Fig. 1: run 1, cells by drive strength
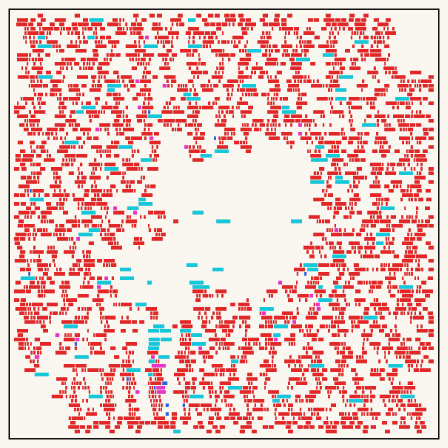
Fig. 2: run 1, placed cells, one color a class
The bar under the picture is 100 um long.
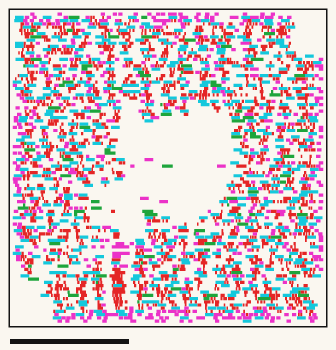
Fig. 3: run 1, routed metal per tile
The bar under the picture is 100 um long. The die is cut into 27 by 27 equal tiles; dark purple is low, yellow is high, scaled to the fullest tile. Values are wire area over tile area, all layers added.
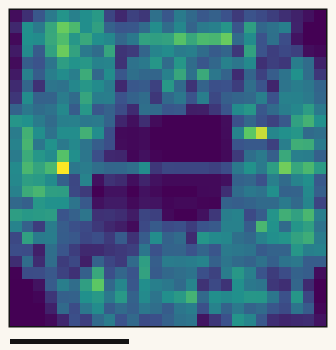
$ cat src/rtl/pipe_stage_pkg.sv
// Shared definitions for the elastic pipeline stage register:
// FSM state encoding, the default bubble control value, counter width,
// and a helper that derives input acceptance from the FSM state.
package pipe_stage_pkg;

    typedef enum logic [1:0] {
        ST_EMPTY = 2'd0,
        ST_FULL  = 2'd1,
        ST_SKID  = 2'd2
    } state_e;

    // Control value of a bubble: no writes, no side effects.
    localparam int CTRL_NOP_DEFAULT = 0;

    // Width of the optional statistics counters.
    localparam int STATS_W = 32;

    // The stage takes a new entry in every state except when both slots are occupied.
    function automatic logic state_accepts(input state_e st);
        return (st != ST_SKID);
    endfunction

endpackage

$ cat src/rtl/pipe_stage_if.sv
// Handshake bundle of one pipeline stage: upstream side (in_*) and
// downstream side (out_*). The stage register uses the slave view,
// the environment driving it uses the master view.
interface pipe_stage_if #(
    parameter int DATA_W = 32,
    parameter int N_DATA = 7,
    parameter int CTRL_W = 10
) ();

    logic                     in_valid;
    logic                     in_ready;
    logic [N_DATA*DATA_W-1:0] in_data;
    logic [CTRL_W-1:0]        in_ctrl;

    logic                     out_valid;
    logic                     out_ready;
    logic [N_DATA*DATA_W-1:0] out_data;
    logic [CTRL_W-1:0]        out_ctrl;

    modport slave (
        input  in_valid,
        output in_ready,
        input  in_data,
        input  in_ctrl,
        output out_valid,
        input  out_ready,
        output out_data,
        output out_ctrl
    );

    modport master (
        output in_valid,
        input  in_ready,
        output in_data,
        output in_ctrl,
        input  out_valid,
        output out_ready,
        input  out_data,
        input  out_ctrl
    );

endinterface

$ cat src/rtl/pipe_stage_stats.sv
// Optional statistics for a pipeline stage register:
//   stall_cnt counts cycles where the head entry is valid but not taken,
//   flush_cnt counts cycles with flush asserted outside reset.
// Both wrap modulo 2^32 and clear on reset.
module pipe_stage_stats
    import pipe_stage_pkg::*;
(
    input  logic               clock,
    input  logic               reset,
    input  logic               flush,
    input  logic               out_valid,
    input  logic               out_ready,
    output logic [STATS_W-1:0] stall_cnt,
    output logic [STATS_W-1:0] flush_cnt
);

    logic [STATS_W-1:0] stall_cnt_r;
    logic [STATS_W-1:0] flush_cnt_r;

    // Count stalled-head cycles and flush cycles; reset clears both.
    always_ff @(posedge clock) begin
        if (reset) begin
            stall_cnt_r <= {STATS_W{1'b0}};
            flush_cnt_r <= {STATS_W{1'b0}};
        end else begin
            if (out_valid && !out_ready) begin
                stall_cnt_r <= stall_cnt_r + 32'd1;
            end else begin
                stall_cnt_r <= stall_cnt_r;
            end
            if (flush) begin
                flush_cnt_r <= flush_cnt_r + 32'd1;
            end else begin
                flush_cnt_r <= flush_cnt_r;
            end
        end
    end

    assign stall_cnt = stall_cnt_r;
    assign flush_cnt = flush_cnt_r;

endmodule

$ cat src/rtl/pipe_stage_reg.sv
// Elastic inter-stage pipeline register with a 2-entry skid buffer.
// The main slot drives out_* directly; the skid slot catches the one
// entry that can arrive while the head is stalled. in_ready is a register
// derived from the next FSM state, so no combinational path runs from
// out_ready or flush back to the upstream stage.
// Build option: define PIPE_STAGE_STATS_EN to add stall_cnt / flush_cnt.
module pipe_stage_reg
    import pipe_stage_pkg::*;
#(
    parameter int DATA_W = 32,
    parameter int N_DATA = 7,
    parameter int CTRL_W = 10,
    parameter logic [CTRL_W-1:0] CTRL_NOP = CTRL_W'(CTRL_NOP_DEFAULT)
) (
    input  logic         clock,
    input  logic         reset,
    input  logic         flush,
    pipe_stage_if.slave  bus
`ifdef PIPE_STAGE_STATS_EN
    ,
    output logic [STATS_W-1:0] stall_cnt,
    output logic [STATS_W-1:0] flush_cnt
`endif
);

    localparam int BUS_W = N_DATA * DATA_W;

    state_e             state_r;
    logic               in_ready_r;
    logic               out_valid_r;
    logic [BUS_W-1:0]   out_data_r;
    logic [CTRL_W-1:0]  out_ctrl_r;
    logic [BUS_W-1:0]   skid_data_r;
    logic [CTRL_W-1:0]  skid_ctrl_r;

    logic               in_fire_s;
    logic               out_fire_s;

    assign in_fire_s  = bus.in_valid & in_ready_r;
    assign out_fire_s = out_valid_r & bus.out_ready;

    // Stage FSM with main/skid storage; reset beats flush beats normal flow.
    always_ff @(posedge clock) begin
        if (reset) begin
            state_r     <= ST_EMPTY;
            in_ready_r  <= 1'b1;
            out_valid_r <= 1'b0;
            out_data_r  <= {BUS_W{1'b0}};
            out_ctrl_r  <= CTRL_NOP;
            skid_data_r <= {BUS_W{1'b0}};
            skid_ctrl_r <= CTRL_NOP;
        end else if (flush) begin
            // Drop everything held; out_data keeps its stale value as a don't-care.
            state_r     <= ST_EMPTY;
            in_ready_r  <= state_accepts(ST_EMPTY);
            out_valid_r <= 1'b0;
            out_ctrl_r  <= CTRL_NOP;
        end else begin
            case (state_r)
                ST_EMPTY: begin
                    if (in_fire_s) begin
                        state_r     <= ST_FULL;
                        in_ready_r  <= state_accepts(ST_FULL);
                        out_valid_r <= 1'b1;
                        out_data_r  <= bus.in_data;
                        out_ctrl_r  <= bus.in_ctrl;
                    end else begin
                        state_r     <= ST_EMPTY;
                        in_ready_r  <= state_accepts(ST_EMPTY);
                    end
                end
                ST_FULL: begin
                    if (in_fire_s && out_fire_s) begin
                        // Head leaves while a new entry arrives: replace in place.
                        state_r     <= ST_FULL;
                        in_ready_r  <= state_accepts(ST_FULL);
                        out_data_r  <= bus.in_data;
                        out_ctrl_r  <= bus.in_ctrl;
                    end else if (in_fire_s) begin
                        // Head stalled: park the newcomer in the skid slot.
                        state_r     <= ST_SKID;
                        in_ready_r  <= state_accepts(ST_SKID);
                        skid_data_r <= bus.in_data;
                        skid_ctrl_r <= bus.in_ctrl;
                    end else if (out_fire_s) begin
                        state_r     <= ST_EMPTY;
                        in_ready_r  <= state_accepts(ST_EMPTY);
                        out_valid_r <= 1'b0;
                        out_ctrl_r  <= CTRL_NOP;
                    end else begin
                        state_r     <= ST_FULL;
                        in_ready_r  <= state_accepts(ST_FULL);
                    end
                end
                ST_SKID: begin
                    if (out_fire_s) begin
                        // Promote the skid entry to the head; order stays FIFO.
                        state_r     <= ST_FULL;
                        in_ready_r  <= state_accepts(ST_FULL);
                        out_data_r  <= skid_data_r;
                        out_ctrl_r  <= skid_ctrl_r;
                    end else begin
                        state_r     <= ST_SKID;
                        in_ready_r  <= state_accepts(ST_SKID);
                    end
                end
                default: begin
                    // Unreachable encoding: recover to a clean bubble.
                    state_r     <= ST_EMPTY;
                    in_ready_r  <= state_accepts(ST_EMPTY);
                    out_valid_r <= 1'b0;
                    out_ctrl_r  <= CTRL_NOP;
                end
            endcase
        end
    end

    assign bus.in_ready  = in_ready_r;
    assign bus.out_valid = out_valid_r;
    assign bus.out_data  = out_data_r;
    assign bus.out_ctrl  = out_ctrl_r;

`ifdef PIPE_STAGE_STATS_EN
    pipe_stage_stats u_stats (
        .clock     (clock),
        .reset     (reset),
        .flush     (flush),
        .out_valid (out_valid_r),
        .out_ready (bus.out_ready),
        .stall_cnt (stall_cnt),
        .flush_cnt (flush_cnt)
    );
`endif

endmodule

$ cat src/flat_wrapper.sv
// flat-port wrapper written by rule: the top's interface ports become plain ports
module pipe_stage_reg_flat import pipe_stage_pkg::*;
#(
    parameter int DATA_W = 32,
    parameter int N_DATA = 7,
    parameter int CTRL_W = 10,
    parameter logic [CTRL_W-1:0] CTRL_NOP = CTRL_W'(CTRL_NOP_DEFAULT)
)
  (clock, reset, flush, bus_in_valid, bus_in_ready, bus_in_data, bus_in_ctrl, bus_out_valid, bus_out_ready, bus_out_data, bus_out_ctrl);
  pipe_stage_if #(.DATA_W(DATA_W), .N_DATA(N_DATA), .CTRL_W(CTRL_W)) bus_i ();
  input  logic clock;
  input  logic reset;
  input  logic flush;
  input wire logic [$bits(bus_i.in_valid)-1:0] bus_in_valid;
  output wire logic [$bits(bus_i.in_ready)-1:0] bus_in_ready;
  input wire logic [$bits(bus_i.in_data)-1:0] bus_in_data;
  input wire logic [$bits(bus_i.in_ctrl)-1:0] bus_in_ctrl;
  output wire logic [$bits(bus_i.out_valid)-1:0] bus_out_valid;
  input wire logic [$bits(bus_i.out_ready)-1:0] bus_out_ready;
  output wire logic [$bits(bus_i.out_data)-1:0] bus_out_data;
  output wire logic [$bits(bus_i.out_ctrl)-1:0] bus_out_ctrl;
  assign bus_i.in_valid = bus_in_valid;
  assign bus_in_ready = bus_i.in_ready;
  assign bus_i.in_data = bus_in_data;
  assign bus_i.in_ctrl = bus_in_ctrl;
  assign bus_out_valid = bus_i.out_valid;
  assign bus_i.out_ready = bus_out_ready;
  assign bus_out_data = bus_i.out_data;
  assign bus_out_ctrl = bus_i.out_ctrl;
  pipe_stage_reg #(.DATA_W(DATA_W), .N_DATA(N_DATA), .CTRL_W(CTRL_W), .CTRL_NOP(CTRL_NOP)) u_core (.clock(clock), .reset(reset), .flush(flush), .bus(bus_i));
endmodule
$ cat config.mk
export PLATFORM = sky130hd
export DESIGN_NAME = pipe_stage_reg_flat
export DESIGN_NICKNAME = d
export VERILOG_FILES = /design/src/rtl/pipe_stage_pkg.sv /design/src/rtl/pipe_stage_if.sv /design/src/rtl/pipe_stage_stats.sv /design/src/rtl/pipe_stage_reg.sv /design/src/flat_wrapper.sv
export SDC_FILE = /design/constraint.sdc
export NUM_CORES = 1
export LEC_CHECK = 0
export ABC_AREA = 1
export CORE_MARGIN = 2
export CORE_UTILIZATION = 30
export CTS_CLUSTER_SIZE = 20
export DETAILED_ROUTE_END_ITERATION = 7
export PLACE_DENSITY_LB_ADDON = 0.12
export SYNTH_ARGS = -nofsm -noshare
export SYNTH_HDL_FRONTEND = slang
export SYNTH_SLANG_ARGS = --single-unit
$ cat constraint.sdc
create_clock -name clock -period 3.5 [get_ports clock]
set_input_delay 0.525 -clock clock [delete_from_list [all_inputs] [get_ports clock]]
set_output_delay 0.525 -clock clock [all_outputs]
set_load 0.1 [all_outputs]
==> flow_summary.json, run 1 <==
{
  "status": "complete, no violations",
  "intPower_mw": 9.99,
  "drv_slew": 0,
  "inverters": 12,
  "area_leaders": "dfxtp_1 46%, nand3_1 12%, a21oi_1 11%",
  "min_from": "reset",
  "switching_power_mw": 5.12,
  "reg2regPathDepth": 7,
  "logic_area_sq_um": 9950,
  "cts_setup_buffers": 0,
  "hp-class": "in -> reg",
  "powerDensity_nw_per_um2": 545,
  "crit_path_top_delay_cell": "clkdlybuf4s50_1",
  "cts_tree": "yes",
  "core_sq_um": 68200,
  "r2r_setup_slack_ns": 0.82,
  "cp-start-kind": "flip-flop",
  "met2_length_mm": 34.4,
  "drc_errors": 0,
  "max_stage_delay_ns": 1.25,
  "max_slew_margin": 0.237,
  "io_pins": 475,
  "r2r-end": "u_core.skid_data_r[149]",
  "nClkBuffers": 88,
  "tns_ns": 0,
  "post_cts_resized": 0,
  "diodes": 6,
  "worst_pin_slew_ns": 1.14,
  "seq_share": 0.341,
  "yosysCellCount": 2666,
  "synth_flops": 472,
  "ant_nets": 0,
  "power_leader": "clock",
  "synth_area_sq_um": 20600,
  "syn_area_per_cell_sq_um": 7.72,
  "warnings": 45,
  "rsz0062_at_grt": "false",
  "clock-sinks": 472,
  "crit_fanout": 2,
  "finalHoldViolations": 0,
  "setup_viol": 0,
  "synth_cell_types": 22,
  "fp_util": 0.302,
  "nFillCells": 6886,
  "cp_top_family": "buffers and inverters",
  "grt_pass1_vias": 18808,
  "num-multi-input-gates": 1926,
  "p_leak_nw": 9.70,
  "drive_gt1_frac": 0.0479
}
About Fig. 1:
size	color	cells	most used
drive 3 to 4	magenta	31	buf_4
drive 2	blue	12	clkinv_2
drive 6 and up	cyan	102	clkbuf_16
drive 1 or less	red	2881	nand2_1
Buffers, non-clock: 513
design area: 27700 sq um

About Fig. 2:
class	color	cells	share of their area
all other logic	red	1938	38%
other buffers and delay cells	magenta	513	20%
flip-flops	cyan	472	36%
clock drivers and dummy loads	green	103	6.9%
fin util: 0.406
Row Count: 96

About Fig. 3:
emptiest ninth of the die	center
fullest tile	0.53
mean over tiles	0.17
nearly empty tiles	7.4%
tiles over half the peak	15%
total wire length: 72.6 mm
wire per inst: 18.5 um
vias post-DR: 19719
Tot GR Track Use: 0.197

==> run 1: registers in the layout, indices dropped and copies added, names as in the netlist <==
register and flops:
u_core.bus.in_ready 1, u_core.bus.out_ctrl 10, u_core.bus.out_data 224, u_core.bus.out_valid 1, u_core.skid_ctrl_r 10, u_core.skid_data_r 224
u_core.state_r 2
==> run 1: per-stage QoR <==
step,utilization,power (mW),hold slack (ns),cells,instance area (sq um)
final,0.406,15.1,0.415,3914,27700
after global routing,0.406,15.7,0.434,3911,27700
after CTS,0.406,15.3,0.401,3908,27700
after detailed placement,0.379,9.42,0.452,3805,25900
after global placement,0.379,9.41,0.447,3805,25900
after floorplan,-,8.34,0.439,2666,20600
==> run 1: cells by family after synthesis <==
| kind of cell | Yosys count | share of synthesized area |
|---|---|---|
| AND-OR/OR-AND | 477 | 0.117 |
| multiplexers | 224 | 0.109 |
| AND/OR/NAND/NOR | 1220 | 0.253 |
| flip-flops | 472 | 0.459 |
| adder cells (fa/ha/maj) | 5 | 0.00304 |
| buffers and inverters | 268 | 0.0595 |
==> run 1: how the worst max path moves through the flow <==
| stage | from | endpoint | slack (ns) | depth (start not counted) |
|---|---|---|---|---|
| after detailed placement | bus_in_valid | u_core.skid_data_r[200] | 0.79 | 8 |
| after global routing | u_core.state_r[1] | u_core.skid_data_r[155] | 0.67 | 7 |
| after CTS | u_core.bus.out_data[48] | bus_out_data[48] | 0.71 | 1 |
| after global placement | bus_in_valid | u_core.skid_data_r[151] | 0.81 | 8 |
| after floorplan | u_core.bus.out_valid | u_core.bus.out_data[17] | 1.26 | 9 |
| final | u_core.bus.out_data[82] | bus_out_data[82] | 0.77 | 1 |
Fig. 4: run 1, port wiring
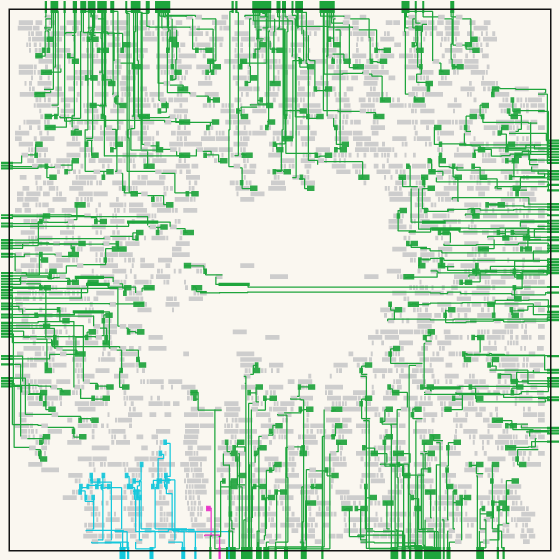

## Run 2: what changed since run 1
==> constraint.sdc (replaced) <==
create_clock -name clock -period 2.4 [get_ports clock]
set_input_delay 0.36 -clock clock [delete_from_list [all_inputs] [get_ports clock]]
set_output_delay 0.36 -clock clock [all_outputs]
set_load 0.1 [all_outputs]
Fig. 5: run 2, port wiring
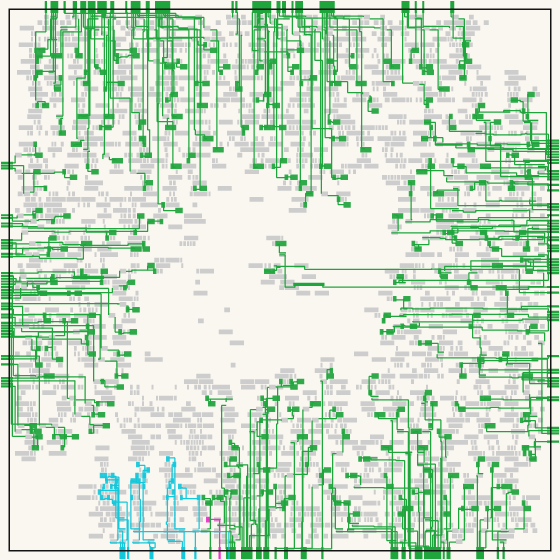
port	color	bits	direction	end cells	buffers	wire
bus_in_valid	magenta	1	input	1	1	24.0 um
bus_in_data	green	224	input	448	224	13200 um
bus_in_ctrl	cyan	10	input	30	10	559 um
Port Buffer Count: 474
Top Ports: 475

==> run 2 against run 1 <==
Cell count grew 0.69%. Critical path depth grew 6. Clock-buffer cell count down 13. Sequential cell count unchanged.
==> flow_summary.json, run 2 <==
{
  "hp-class": "in -> reg",
  "final_core_util": 0.406,
  "max_stage_delay_ns": 0.49,
  "ff_type": "dfxtp_1",
  "wl_met1_mm": 31.8,
  "total_power_mw": 22.5,
  "yosysCellCount": 2666,
  "clock-sinks": 472,
  "rsz0062_at_grt": "false",
  "route.met3.wl_mm": 3.99,
  "drc_errors": 0,
  "nFillCells": 6886,
  "routed_wl_mm": 73.1,
  "core_sq_um": 68200,
  "max_slew_margin": 0.477,
  "worst_pin_slew_ns": 0.785,
  "final_layout_top_logic_cells": "497 x nand2_1, 489 x nand3_1, 472 x a21oi_1, 472 x dfxtp_1, 267 x buf_4",
  "hold_ws_ns": 0.0567,
  "drive_gt1_frac": 0.135,
  "fp-row-count": 96,
  "placed_area_sq_um": 25800,
  "crit_path_top_delay_cell": "buf_12",
  "warnings": 30,
  "met2_length_mm": 35.8,
  "top_cell_area_share": 0.459,
  "synth_area_sq_um": 20600,
  "cts_tree": "yes",
  "cts_setup_buffers": 0,
  "peakVddDrop_v": 0.000584,
  "status": "complete, no violations",
  "root_buffer": "clkbuf_16",
  "crit_chain": "inv_1, ha_4, buf_12, mux2i_1, nand3_1, nand2_1, nor2_1",
  "setup_viol": 0,
  "grt_use_total": 0.198,
  "crit_fanout": 80,
  "ys_top_cells_by_count": "497 x nand2_1, 489 x nand3_1, 472 x a21oi_1, 472 x dfxtp_1, 229 x nor2_1",
  "powerDensity_nw_per_um2": 812,
  "grt_pass1_vias": 18741,
  "cp-start-kind": "flip-flop",
  "p_leak_nw": 10.4,
  "post_cts_resized": 0,
  "placed_cells": 3837,
  "design_area_sq_um": 27700,
  "synth_cell_types": 22,
  "layout.cells.non_filler": 3941,
  "routed-via-count": 19879,
  "drv_slew": 0,
  "syn_area_per_cell_sq_um": 7.72,
  "tns_ns": 0
}
## run 2: netlist changes by cell type in the layout (fill, tap and decap cells not counted), sizes merged
cell           previous run  this run
buf                      48       307
bufinv                    2         8
diode                     6         3
clkdlybuf4s50           464       237
clkinv                   11        18
inv                      13        12
clkbuf                   89        76
clkinvlp                  1         0
## run 2: layout make-up
type / instances / area (sq um) / area share
diodes: 3 / 7.51 / 0.000271
flip-flops and latches: 472 / 9450 / 0.341
multi-input cells: 1926 / 9950 / 0.359
repair buffers: 545 / 5190 / 0.187
inverters: 12 / 62.6 / 0.00226
well taps: 882 / 1100 / 0.0399
clock buffers: 75 / 1590 / 0.0575
clock inverters: 26 / 334 / 0.0121
## run 2: cell families after synthesis
logic type | Yosys count | synth area share
AOI/OAI and AO/OA | 477 | 0.117
adders and majority gates | 5 | 0.00304
buffers and inverters | 268 | 0.0595
DFF | 472 | 0.459
muxes | 224 | 0.109
and+or+nand+nor | 1220 | 0.253
## run 2: final timing paths
path / from / to / slack (ns) / cells past startpoint
max: u_core.state_r[0] / u_core.bus.out_data[124] / 0.40 / 7
min: reset / u_core.skid_data_r[3] / 0.06 / 2
max reg2reg: u_core.state_r[0] / u_core.bus.out_data[124] / 0.40 / 7
min reg2reg: u_core.skid_data_r[0] / u_core.skid_data_r[0] / 0.46 / 2
## run 2: report_power, final
group	internal [mW]	switching (mW)	leakage [nW]
registers	8.22	0.265	3.85
clock network	5.47	3.45	0.970
logic	1.35	3.72	5.57
total	15.0	7.44	10.4
## run 2: per-layer routing
| layer | up-vias | GRT usage |
|---|---|---|
| li1 | 9753 | - |
| met1 | 9550 | 0.256 |
| met2 | 480 | 0.338 |
| met3 | 92 | 0.0383 |
| met4 | 4 | 0.0510 |
| met5 | - | 0 |
Power and IR drop assume default switching activity.
